==> config.mk <==
export PLATFORM = sky130hd
export DESIGN_NAME = result_streamer_flat
export DESIGN_NICKNAME = d
export VERILOG_FILES = /design/src/rtl/result_streamer_if.sv /design/src/rtl/result_streamer.sv /design/src/flat_wrapper.sv
export SDC_FILE = /design/constraint.sdc
export NUM_CORES = 1
export LEC_CHECK = 0
export CORE_ASPECT_RATIO = 0.5
export CORE_MARGIN = 4
export CORE_UTILIZATION = 49
export DETAILED_ROUTE_END_ITERATION = 8
export GPL_TIMING_DRIVEN = 0
export PLACE_DENSITY = 0.91
export SLEW_MARGIN = 20
export SYNTH_ARGS = -nofsm -noshare
export SYNTH_HDL_FRONTEND = slang
export SYNTH_SLANG_ARGS = --single-unit
==> constraint.sdc <==
create_clock -name clk -period 3 [get_ports clk]
set_clock_uncertainty 0.15 [all_clocks]
set_input_delay 0.9 -clock clk [delete_from_list [all_inputs] [get_ports clk]]
set_output_delay 0.9 -clock clk [all_outputs]
set_load 0.02 [all_outputs]
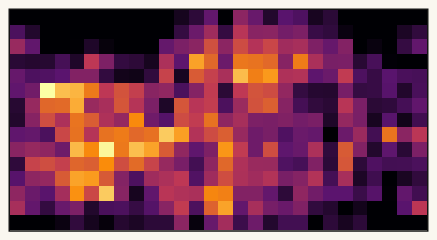
**Above:** signal metal coverage by tile.
The die is cut into 28 by 15 equal tiles; black is low, pale yellow is high, scaled to the fullest tile. Values are wire area over tile area, all layers added.
mean over tiles: 0.13
fullest tile: 0.43
tiles over half the peak: 21%
densest ninth of the die: left middle
emptiest ninth of the die: top left
routed length per placed instance: 14.9 µm
routed wire length: 8900 µm
Vias: 2915
GRT Overall Usage: 0.174

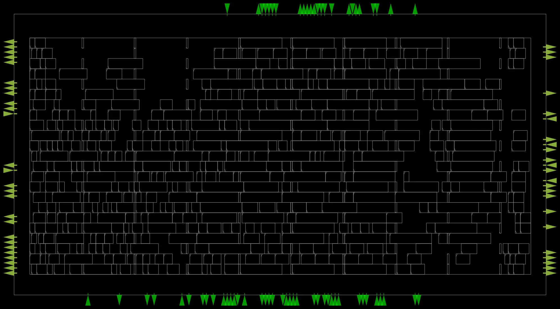
**Above:** placed standard cells.
well-tap cell count: 112
final sequential cell count: 90
fraction of area in registers: 0.430
Fill cells: 624

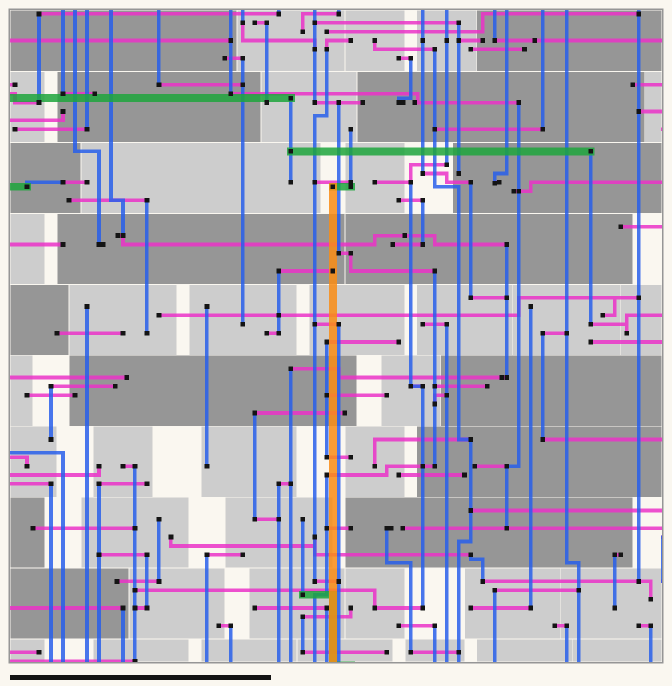
**Above:** a small window of the routed layout.
Bar = 10 µm. Window x 58 to 83, y 10 to 35 µm. Cells in gray, sequential cells in the stronger gray; small squares are vias.
legend:
  magenta:
    layer: metal 1
  green:
    layer: metal 3
  orange:
    layer: metal 4
  blue:
    layer: metal 2
sequential cells in the window: 11
most frequent: edfxtp_1 (10), and2_1 (8)
cells with their middle in the window: 35

==> flow_summary_export.csv <==
group,metric,value,unit
status,outcome,"finished, final reports clean",
detailed_routing,drt_iter0_markers,141,
detailed_routing,via_per_inst,4.87,
cells_and_area,drive_above_1_share,0.201,
worst_setup_path,crit_cells,3,
clock_network,cts_setup_buffers,0,
cells_and_area,syn2layout_area_growth,31.9,%
timing,rsz0062_at_grt,"no",
worst_setup_path,crit_fanout,10,
logic_synthesis,ys_chip_area,0.00431,mm²
cells_and_area,final_net_count,522,
floorplan,chipArea,0.0105,mm²
flow_run,drv_cap,0,
worst_setup_path,cp_top_family,"buffers and inverters",
timing,drv_slew,0,
timing,finalSetupViolCount,0,
place,routabilityCongestion,0.827,
floorplan,die_h,74.3,µm
cells_and_area,largest_reg_flops,64,
timing,hold_viol_final,0,
floorplan,core_area,0.00829,mm²
place,place_hpwl,6230,µm
logic_synthesis,synth-compound-area-share,0.0409,
min_path,hold_path_class,"reg2reg",
power,pwr-share-clk,0.396,
cells_and_area,comb_share,0.294,
detailed_routing,dr_wl_met3,460,µm
detailed_routing,ant_nets,0,
worst_setup_path,crit_slowest_cell,"clkdlybuf4s50_1",
logic_synthesis,yosys.area_share.adder,0.0134,
cells_and_area,clock_area_frac,0.0546,
floorplan,fp_util,0.520,
power,power,2980,µW
worst_setup_path,crit_buf_inv,2,
logic_synthesis,synth-edff-count,64,
logic_synthesis,synthTopCellsByCount,"73 x and2_1, 64 x edfxtp_1, 33 x mux2_2",
cells_and_area,final-instance-count-excl-fill,599,
timing,layout_setup_ws,0.0697,ns
logic_synthesis,topCombFamilyByArea,"simple AND/OR/NAND/NOR gates",
global_routing,grt_max_degree,33,
power,seq_power_share,0.471,
detailed_routing,wl_met1,3700,µm
clock_network,cts_root_buffer,"clkbuf_16",
detailed_routing,drc,0,
floorplan,fp.dieW,141,µm
worst_setup_path,end_kind,"output pin",
worst_setup_path,crit_arrival,1.88,ns
power,clk-power,1180,µW
logic_synthesis,post-synth-top-count-cell,"and2_1",
worst_setup_path,critical_path_class,"reg2out",
clock_network,hold_buffers,0,
place,place_ws,-0.655,ns
logic_synthesis,async_flop_share,0,
logic_synthesis,ys_sh_simple,0.190,
timing,min_period_over_period,0.977,
global_routing,met1_usage,0.206,
logic_synthesis,ys_seq_share,0.567,
logic_synthesis,synth_flop_count,90,
power,leakage,0.00228,µW
global_routing,use_met3,0.0430,
timing,slew_headroom,0.489,
cells_and_area,inverters,4,
min_path,holdPathStages,2,
cells_and_area,layout_top_cells_excl_fill_tap,"73 x and2_1, 69 x clkdlybuf4s50_1, 64 x edfxtp_1",
power,switchingPower,672,µW
logic_synthesis,top_cell_area_share,0.446,
cells_and_area,nClkBuffers,11,
Power figures rest on the tool's default switching activity, not on a simulated workload.
